$ cat src/rtl/memory_pkg.sv
// Shared definitions for the store-alignment path: write-FSM state encoding,
// strobe width and the layout of one store-buffer entry.
package memory_pkg;

  localparam int STRB_W  = 8;
  localparam int ADDR_W  = 64;
  localparam int DATA_W  = 64;
  localparam int ENTRY_W = ADDR_W + DATA_W + STRB_W;

  typedef enum logic [1:0] {
    ST_IDLE = 2'd0,
    ST_SEND = 2'd1,
    ST_WAIT = 2'd2
  } wr_state_e;

  typedef struct packed {
    logic [ADDR_W-1:0] addr;
    logic [DATA_W-1:0] wdata;
    logic [STRB_W-1:0] wstrb;
  } sb_entry_t;

endpackage

$ cat src/rtl/store_buffer_fifo.sv
// Small circular FIFO holding aligned store entries. SB_DEPTH must be a power
// of two so the pointers wrap naturally. Push is ignored when full, pop when
// empty; simultaneous push and pop keep the count unchanged.
module store_buffer_fifo #(
  parameter int SB_DEPTH = 2,
  parameter int WIDTH    = 136
) (
  input  logic             clk,
  input  logic             rst,
  input  logic             push,
  input  logic [WIDTH-1:0] push_data,
  input  logic             pop,
  output logic [WIDTH-1:0] head_data,
  output logic             full,
  output logic             empty
);

  localparam int PTR_W = (SB_DEPTH > 1) ? $clog2(SB_DEPTH) : 1;
  localparam int CNT_W = PTR_W + 1;

  logic [WIDTH-1:0] mem_q [SB_DEPTH];
  logic [PTR_W-1:0] wr_ptr_q;
  logic [PTR_W-1:0] rd_ptr_q;
  logic [CNT_W-1:0] count_q;
  logic             do_push;
  logic             do_pop;

  assign full      = (count_q == CNT_W'(SB_DEPTH));
  assign empty     = (count_q == '0);
  assign do_push   = push && !full;
  assign do_pop    = pop && !empty;
  assign head_data = mem_q[rd_ptr_q];

  // Pointer and occupancy bookkeeping.
  always_ff @(posedge clk or posedge rst) begin
    if (rst) begin
      wr_ptr_q <= '0;
      rd_ptr_q <= '0;
      count_q  <= '0;
    end else begin
      if (do_push) wr_ptr_q <= wr_ptr_q + 1'b1;
      if (do_pop)  rd_ptr_q <= rd_ptr_q + 1'b1;
      case ({do_push, do_pop})
        2'b10:   count_q <= count_q + 1'b1;
        2'b01:   count_q <= count_q - 1'b1;
        default: count_q <= count_q;
      endcase
    end
  end

  // Entry storage; contents are only meaningful behind a valid count.
  always_ff @(posedge clk) begin
    if (do_push) mem_q[wr_ptr_q] <= push_data;
  end

endmodule

$ cat src/rtl/memory_store_align.sv
// Store alignment unit: lane-shifts store data into a 64-bit doubleword,
// builds byte strobes, buffers stores and issues them one at a time to memory.
// Optional feature macro MISALIGN_TRAP_EN: misaligned stores are trapped
// (reported, dropped) instead of being forced to natural alignment.
//
// state | meaning
// IDLE  | no write in flight, waiting for a buffered store
// SEND  | mem_valid high with head entry, waiting for mem_ready
// WAIT  | write accepted, waiting for mem_bvalid
module memory_store_align
  import memory_pkg::*;
#(
  parameter int SB_DEPTH = 2
) (
  input  logic                 clk,
  input  logic                 rst,
  input  logic                 st_valid,
  output logic                 st_ready,
  input  logic [ADDR_W-1:0]    st_addr,
  input  logic [DATA_W-1:0]    st_data,
  input  logic                 is_byte,
  input  logic                 is_half,
  input  logic                 is_word,
  input  logic                 is_double,
  output logic                 mem_valid,
  input  logic                 mem_ready,
  output logic [ADDR_W-1:0]    mem_addr,
  output logic [DATA_W-1:0]    mem_wdata,
  output logic [STRB_W-1:0]    mem_wstrb,
  input  logic                 mem_bvalid,
  input  logic                 mem_berr,
  output logic                 sb_empty,
  output logic                 bus_err,
  output logic                 misalign_err,
  output logic [ADDR_W-1:0]    misalign_addr
);

  wr_state_e         state_q;
  logic              mem_valid_q;
  logic              bus_err_q;

  logic [2:0]        off;
  logic [2:0]        off_eff;
  logic              any_size;
  logic [DATA_W-1:0] size_mask;
  logic [STRB_W-1:0] strb_base;
  sb_entry_t         push_entry;
  sb_entry_t         head_entry;

  logic              accept;
  logic              trap_hit;
  logic              push;
  logic              pop;
  logic              fifo_full;
  logic              fifo_empty;

  // Lane placement: data masked to its size, offset rounded down to the
  // natural boundary (only matters when misaligned stores are not trapped).
  always_comb begin
    off       = st_addr[2:0];
    any_size  = is_byte || is_half || is_word || is_double;
    off_eff   = off;
    size_mask = 64'h0000_0000_0000_00FF;
    strb_base = 8'h01;
    if (is_double) begin
      off_eff   = 3'b000;
      size_mask = '1;
      strb_base = 8'hFF;
    end else if (is_word) begin
      off_eff   = {off[2], 2'b00};
      size_mask = 64'h0000_0000_FFFF_FFFF;
      strb_base = 8'h0F;
    end else if (is_half) begin
      off_eff   = {off[2:1], 1'b0};
      size_mask = 64'h0000_0000_0000_FFFF;
      strb_base = 8'h03;
    end
    push_entry.addr  = {st_addr[ADDR_W-1:3], 3'b000};
    push_entry.wdata = (st_data & size_mask) << {off_eff, 3'b000};
    push_entry.wstrb = strb_base << off_eff;
  end

  assign st_ready = !fifo_full;
  assign accept   = st_valid && st_ready;
  assign push     = accept && any_size && !trap_hit;
  assign pop      = mem_valid_q && mem_ready;

  store_buffer_fifo #(
    .SB_DEPTH (SB_DEPTH),
    .WIDTH    (ENTRY_W)
  ) u_fifo (
    .clk       (clk),
    .rst       (rst),
    .push      (push),
    .push_data (push_entry),
    .pop       (pop),
    .head_data (head_entry),
    .full      (fifo_full),
    .empty     (fifo_empty)
  );

`ifdef MISALIGN_TRAP_EN
  logic              misaligned;
  logic              misalign_err_q;
  logic [ADDR_W-1:0] misalign_addr_q;

  assign misaligned = (is_half && off[0]) ||
                      (is_word && (off[1:0] != 2'b00)) ||
                      (is_double && (off != 3'b000));
  assign trap_hit   = accept && any_size && misaligned;

  // Trap report: one-cycle pulse, faulting address held until the next trap.
  always_ff @(posedge clk or posedge rst) begin
    if (rst) begin
      misalign_err_q  <= 1'b0;
      misalign_addr_q <= '0;
    end else begin
      misalign_err_q <= trap_hit;
      if (trap_hit) misalign_addr_q <= st_addr;
    end
  end

  assign misalign_err  = misalign_err_q;
  assign misalign_addr = misalign_addr_q;
`else
  assign trap_hit      = 1'b0;
  assign misalign_err  = 1'b0;
  assign misalign_addr = '0;
`endif

  // Write FSM: one outstanding write; responses outside WAIT are ignored.
  always_ff @(posedge clk or posedge rst) begin
    if (rst) begin
      state_q     <= ST_IDLE;
      mem_valid_q <= 1'b0;
      bus_err_q   <= 1'b0;
    end else begin
      bus_err_q <= 1'b0;
      case (state_q)
        ST_IDLE: begin
          if (!fifo_empty) begin
            state_q     <= ST_SEND;
            mem_valid_q <= 1'b1;
          end
        end
        ST_SEND: begin
          if (mem_ready) begin
            state_q     <= ST_WAIT;
            mem_valid_q <= 1'b0;
          end
        end
        ST_WAIT: begin
          if (mem_bvalid) begin
            state_q   <= ST_IDLE;
            bus_err_q <= mem_berr;
          end
        end
        default: begin
          state_q     <= ST_IDLE;
          mem_valid_q <= 1'b0;
        end
      endcase
    end
  end

  // Payload comes straight from the FIFO head, which cannot change until pop.
  assign mem_valid = mem_valid_q;
  assign mem_addr  = head_entry.addr;
  assign mem_wdata = head_entry.wdata;
  assign mem_wstrb = head_entry.wstrb;
  assign bus_err   = bus_err_q;
  assign sb_empty  = fifo_empty && (state_q == ST_IDLE);

endmodule

$ cat config.mk
export PLATFORM = sky130hd
export DESIGN_NAME = memory_store_align
export DESIGN_NICKNAME = d
export VERILOG_FILES = /design/src/rtl/memory_pkg.sv /design/src/rtl/store_buffer_fifo.sv /design/src/rtl/memory_store_align.sv
export SDC_FILE = /design/constraint.sdc
export NUM_CORES = 1
export LEC_CHECK = 0
export CORE_UTILIZATION = 25
export DETAILED_ROUTE_END_ITERATION = 8
export DONT_BUFFER_PORTS = 1
export GPL_TIMING_DRIVEN = 0
export MAX_ROUTING_LAYER = met4
export PLACE_DENSITY_LB_ADDON = 0.2
export SLEW_MARGIN = 20
export SYNTH_ARGS = -nofsm -noshare
export SYNTH_HDL_FRONTEND = slang
export SYNTH_SLANG_ARGS = --single-unit
export TNS_END_PERCENT = 5
$ cat constraint.sdc
create_clock -name clk -period 7.8 [get_ports clk]
set_clock_uncertainty 0.1 [all_clocks]
set_input_delay 1.95 -clock clk [delete_from_list [all_inputs] [get_ports clk]]
set_output_delay 1.95 -clock clk [all_outputs]
set_load 0.03 [all_outputs]
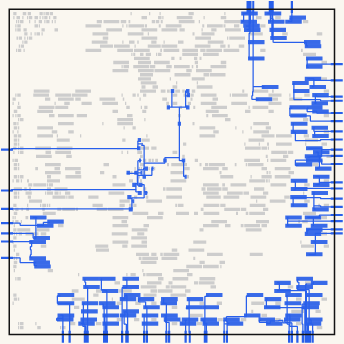
**Above:** run 1 (port wiring).
(1.5 px per um)
- blue: st_addr (bits 64; direction input; edge 30 bottom, 19 right, 8 top, 7 left; end cells 147; buffers 1; wire 2230 um)
Port Buf Inserts: 0
I/O pin count: 343

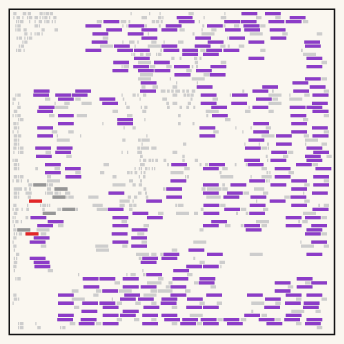
**Above:** run 1 (sequential cells grouped by signal name).
(1.5 px per um)
- purple: u_fifo.mem_q (flops 266; where all over the die)
- red: state_q (flops 2)
Post-Route Utilization: 0.305
sequential logic power: 2080 uW
Seq area share: 0.592
sequential standard cell area: 8190 um2

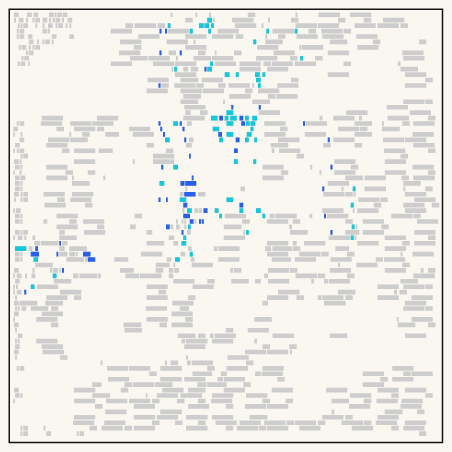
**Above:** run 1 (gate families picked out).
(2 px per um)
- blue: NOR gates (cells 51)
- cyan: inverting AOI/OAI gates (cells 64)

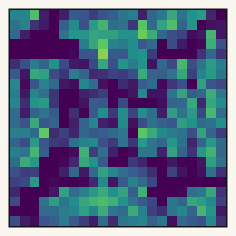
**Above:** run 1 (local utilization).
(1 px per um) The die is cut into 22 by 22 equal tiles; dark purple is low, yellow is high, 0 to 100% covered.
- nearly empty tiles: 17%
- tiles over 75% full: 0.40%
- fullest tile: 82%
- mean over tiles: 28%

==> flow_results.xml, run 1 <==
<?xml version="1.0" encoding="UTF-8"?>
<metrics>
  <group name="worst_setup_path">
    <metric name="crit_end" unit="">mem_wdata[36]</metric>
    <metric name="crit_fanout" unit="">10</metric>
    <metric name="rr_startpoint" unit="">u_fifo.count_q[0]</metric>
    <metric name="r2r_end" unit="">u_fifo.mem_q[1][126]</metric>
    <metric name="cp_data_required_time" unit="ps">5750</metric>
    <metric name="crit_path_cell_trace" unit="">buf_2 &gt; clkbuf_1 &gt; buf_2 &gt; mux2_2</metric>
  </group>
  <group name="pwr">
    <metric name="intPower" unit="uW">3420</metric>
    <metric name="total_power" unit="uW">5440</metric>
    <metric name="pg_comb" unit="uW">1870</metric>
    <metric name="p_seq_frac" unit="">0.382</metric>
    <metric name="portion_of_total_power_attributed_to_the_clock_network" unit="">0.273</metric>
  </group>
  <group name="yosys">
    <metric name="synth_cell_count_leaders" unit="">266 x sky130_fd_sc_hd__edfxtp_1, 133 x sky130_fd_sc_hd__mux2_2, 69 x sky130_fd_sc_hd__buf_4</metric>
    <metric name="ys_cells" unit="">686</metric>
    <metric name="post_synth_fa_ha_maj_area_fraction" unit="">0.00109</metric>
    <metric name="ys_area" unit="um2">11400</metric>
    <metric name="syn-mean-instance-area" unit="um2">16.7</metric>
    <metric name="asyncSetResetFlopFracSynth" unit="">0.0292</metric>
  </group>
  <group name="final_timing">
    <metric name="achievable-frequency" unit="MHz">217</metric>
    <metric name="timing.hold.ws" unit="ps">451</metric>
    <metric name="grt_setup_unrepaired" unit="">false</metric>
    <metric name="maxSlewHeadroom" unit="">0.358</metric>
    <metric name="setup-violations-final" unit="">0</metric>
    <metric name="drv_slew" unit="">0</metric>
    <metric name="finalCritPeriodShare" unit="">0.591</metric>
    <metric name="layout_min_cycle_time" unit="ps">4610</metric>
    <metric name="worst_pin_slew" unit="ps">961</metric>
    <metric name="hold_viol_final" unit="">0</metric>
  </group>
  <group name="floorplan">
    <metric name="fp.coreArea" unit="um2">45300</metric>
  </group>
  <group name="clock_network">
    <metric name="hold_buffers_post_cts" unit="">0</metric>
    <metric name="h-tree-depth" unit="">2</metric>
    <metric name="max-clock-path-buffers" unit="">3</metric>
    <metric name="clock_transition_time_at_the_flip_flop_clock_pins_of_the_worst_setup_and_hold_paths" unit="ps">60</metric>
    <metric name="tritoncts_num_sinks" unit="">274</metric>
  </group>
  <group name="drt">
    <metric name="routed-via-count" unit="">6075</metric>
    <metric name="avgRoutedWirePerCell" unit="um">22.3</metric>
    <metric name="wirelength" unit="um">32000</metric>
    <metric name="final_antenna_net_count" unit="">0</metric>
  </group>
  <group name="cells_and_area">
    <metric name="layout-drive-gt1-share" unit="">0.345</metric>
    <metric name="area_share_nonclk_buffers" unit="">0.0669</metric>
    <metric name="largest_reg_flops" unit="">266</metric>
    <metric name="final_cell_mix" unit="">266 x sky130_fd_sc_hd__edfxtp_1, 133 x sky130_fd_sc_hd__mux2_2, 70 x sky130_fd_sc_hd__buf_4</metric>
    <metric name="fin_nets" unit="">941</metric>
    <metric name="area.share.combinational" unit="">0.206</metric>
    <metric name="antenna_cells" unit="">6</metric>
  </group>
  <group name="global_routing">
    <metric name="antenna_found_initial" unit="">5</metric>
    <metric name="first_global_vias" unit="">6062</metric>
    <metric name="met3_track_usage_gr" unit="">0.0654</metric>
    <metric name="use_met1" unit="">0.153</metric>
    <metric name="global_route_wire_length_before_repair" unit="um">44200</metric>
  </group>
  <group name="place">
    <metric name="place_hpwl" unit="um">23700</metric>
    <metric name="placement.cell_area" unit="um2">12700</metric>
  </group>
  <group name="outcome">
    <metric name="status" unit="">finished, final reports clean</metric>
  </group>
  <group name="min_path">
    <metric name="hp-start" unit="">state_q[1]</metric>
  </group>
</metrics>
==> run 2: changes to the inputs <==
- clock period: 7.8 -> 4.75 ns (I/O delays scaled with it)
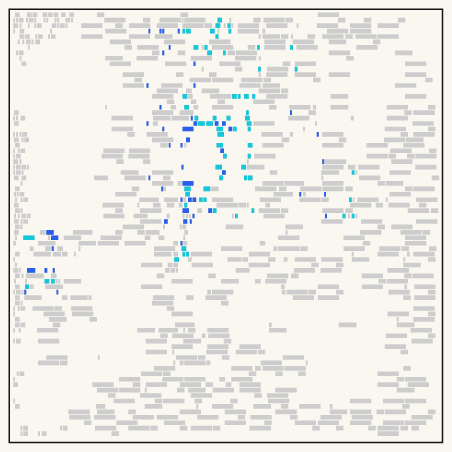
**Above:** run 2 (gate families picked out).
(2 px per um)
- blue: NOR gates (cells 51)
- cyan: inverting AOI/OAI gates (cells 64)

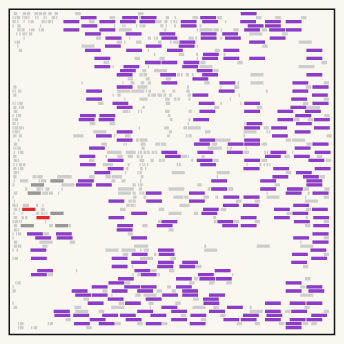
**Above:** run 2 (sequential cells grouped by signal name).
(1.5 px per um)
- red: state_q (flops 2)
- purple: u_fifo.mem_q (flops 266; where all over the die)

==> run 2 against run 1 <==
Effect of this change: sequential share of layout area is 0.12 points lower; global-route usage is 0.15 points lower; area after synthesis stayed put; non-clock buffer count is 1 higher; flip-flop count stayed put; register-to-register slack worse by 2800 ps; via count is 0.94% lower; routed wire length is 0.28% lower; critical endpoint is now mem_wdata[39].
==> flow_results.xml, run 2 <==
<?xml version="1.0" encoding="UTF-8"?>
<metrics>
  <group name="final_timing">
    <metric name="hold_viol_final" unit="">0</metric>
    <metric name="layout_min_cycle_time" unit="ps">3840</metric>
    <metric name="maxSlewHeadroom" unit="">0.357</metric>
    <metric name="finalCritPeriodShare" unit="">0.808</metric>
    <metric name="setup-violations-final" unit="">0</metric>
    <metric name="drv_slew" unit="">0</metric>
    <metric name="worst_pin_slew" unit="ps">961</metric>
    <metric name="grt_setup_unrepaired" unit="">false</metric>
    <metric name="timing.final.ws_setup" unit="ps">910</metric>
    <metric name="timing.hold.ws" unit="ps">393</metric>
  </group>
  <group name="worst_setup_path">
    <metric name="crit_path_cell_trace" unit="">buf_2 &gt; clkbuf_1 &gt; buf_2 &gt; mux2_2</metric>
    <metric name="rr_startpoint" unit="">u_fifo.count_q[0]</metric>
    <metric name="worstSetupEndpointType" unit="">output port</metric>
    <metric name="r2r_end" unit="">u_fifo.mem_q[0][114]</metric>
    <metric name="cp_data_required_time" unit="ps">3460</metric>
    <metric name="crit_end" unit="">mem_wdata[39]</metric>
    <metric name="crit_fanout" unit="">10</metric>
  </group>
  <group name="global_routing">
    <metric name="global_route_wire_length_before_repair" unit="um">43600</metric>
    <metric name="first_global_vias" unit="">6000</metric>
    <metric name="use_met1" unit="">0.147</metric>
    <metric name="met3_track_usage_gr" unit="">0.0692</metric>
    <metric name="antenna_found_initial" unit="">5</metric>
  </group>
  <group name="pwr">
    <metric name="maxPowerGroup" unit="">sequential cells</metric>
    <metric name="intPower" unit="uW">5700</metric>
    <metric name="swShare" unit="">0.367</metric>
    <metric name="portion_of_total_power_attributed_to_the_clock_network" unit="">0.276</metric>
    <metric name="total_power" unit="uW">9010</metric>
    <metric name="pg_comb" unit="uW">3110</metric>
    <metric name="p_seq_frac" unit="">0.379</metric>
    <metric name="seq-power" unit="uW">3420</metric>
  </group>
  <group name="cells_and_area">
    <metric name="seq_area" unit="um2">8190</metric>
    <metric name="clock_network_contribution_to_total_cell_area" unit="">0.0765</metric>
    <metric name="finish.utilization" unit="">0.306</metric>
    <metric name="area_share_nonclk_buffers" unit="">0.0693</metric>
    <metric name="largest_reg_flops" unit="">266</metric>
    <metric name="area.share.combinational" unit="">0.206</metric>
    <metric name="layout-drive-gt1-share" unit="">0.341</metric>
    <metric name="stdcell_area" unit="um2">13800</metric>
    <metric name="area.share.sequential" unit="">0.591</metric>
    <metric name="final_cell_mix" unit="">266 x sky130_fd_sc_hd__edfxtp_1, 133 x sky130_fd_sc_hd__mux2_2, 70 x sky130_fd_sc_hd__buf_4</metric>
    <metric name="fin_nets" unit="">942</metric>
  </group>
  <group name="drt">
    <metric name="avgRoutedWirePerCell" unit="um">22.3</metric>
    <metric name="wirelength" unit="um">31900</metric>
    <metric name="final_antenna_net_count" unit="">0</metric>
    <metric name="routed-via-count" unit="">6018</metric>
    <metric name="detail_route.vias_per_cell" unit="">4.21</metric>
    <metric name="drt_iter0_drc" unit="">372</metric>
  </group>
  <group name="yosys">
    <metric name="dominant_cells_by_area_after_synthesis" unit="">sky130_fd_sc_hd__edfxtp_1 70%, sky130_fd_sc_hd__mux2_2 13%, sky130_fd_sc_hd__buf_4 4.5%</metric>
    <metric name="postSynth.topFlopCell" unit="">sky130_fd_sc_hd__edfxtp_1</metric>
    <metric name="ys_cells" unit="">686</metric>
    <metric name="synth_cell_count_leaders" unit="">266 x sky130_fd_sc_hd__edfxtp_1, 133 x sky130_fd_sc_hd__mux2_2, 69 x sky130_fd_sc_hd__buf_4</metric>
    <metric name="aoi_share" unit="">0.0514</metric>
    <metric name="seq_area_frac_synth" unit="">0.716</metric>
    <metric name="ys_area" unit="um2">11400</metric>
    <metric name="asyncSetResetFlopFracSynth" unit="">0.0292</metric>
    <metric name="post_synth_fa_ha_maj_area_fraction" unit="">0.00109</metric>
    <metric name="syn-mean-instance-area" unit="um2">16.7</metric>
  </group>
  <group name="floorplan">
    <metric name="fp.coreArea" unit="um2">45300</metric>
    <metric name="ioPinCount" unit="">343</metric>
  </group>
  <group name="clock_network">
    <metric name="clock.latency.late_pin" unit="ps">530</metric>
    <metric name="tritoncts_num_sinks" unit="">274</metric>
    <metric name="max-clock-path-buffers" unit="">3</metric>
    <metric name="clock_transition_time_at_the_flip_flop_clock_pins_of_the_worst_setup_and_hold_paths" unit="ps">60</metric>
    <metric name="h-tree-depth" unit="">2</metric>
    <metric name="hold_buffers_post_cts" unit="">0</metric>
  </group>
  <group name="place">
    <metric name="placedCellCount" unit="">1367</metric>
    <metric name="place_hpwl" unit="um">23400</metric>
    <metric name="placement.cell_area" unit="um2">12800</metric>
    <metric name="place.port_buffers" unit="">0</metric>
  </group>
  <group name="outcome">
    <metric name="status" unit="">finished, final reports clean</metric>
  </group>
  <group name="min_path">
    <metric name="worst_hold_class" unit="">in -&gt; async</metric>
  </group>
</metrics>
Power and IR drop assume default switching activity.
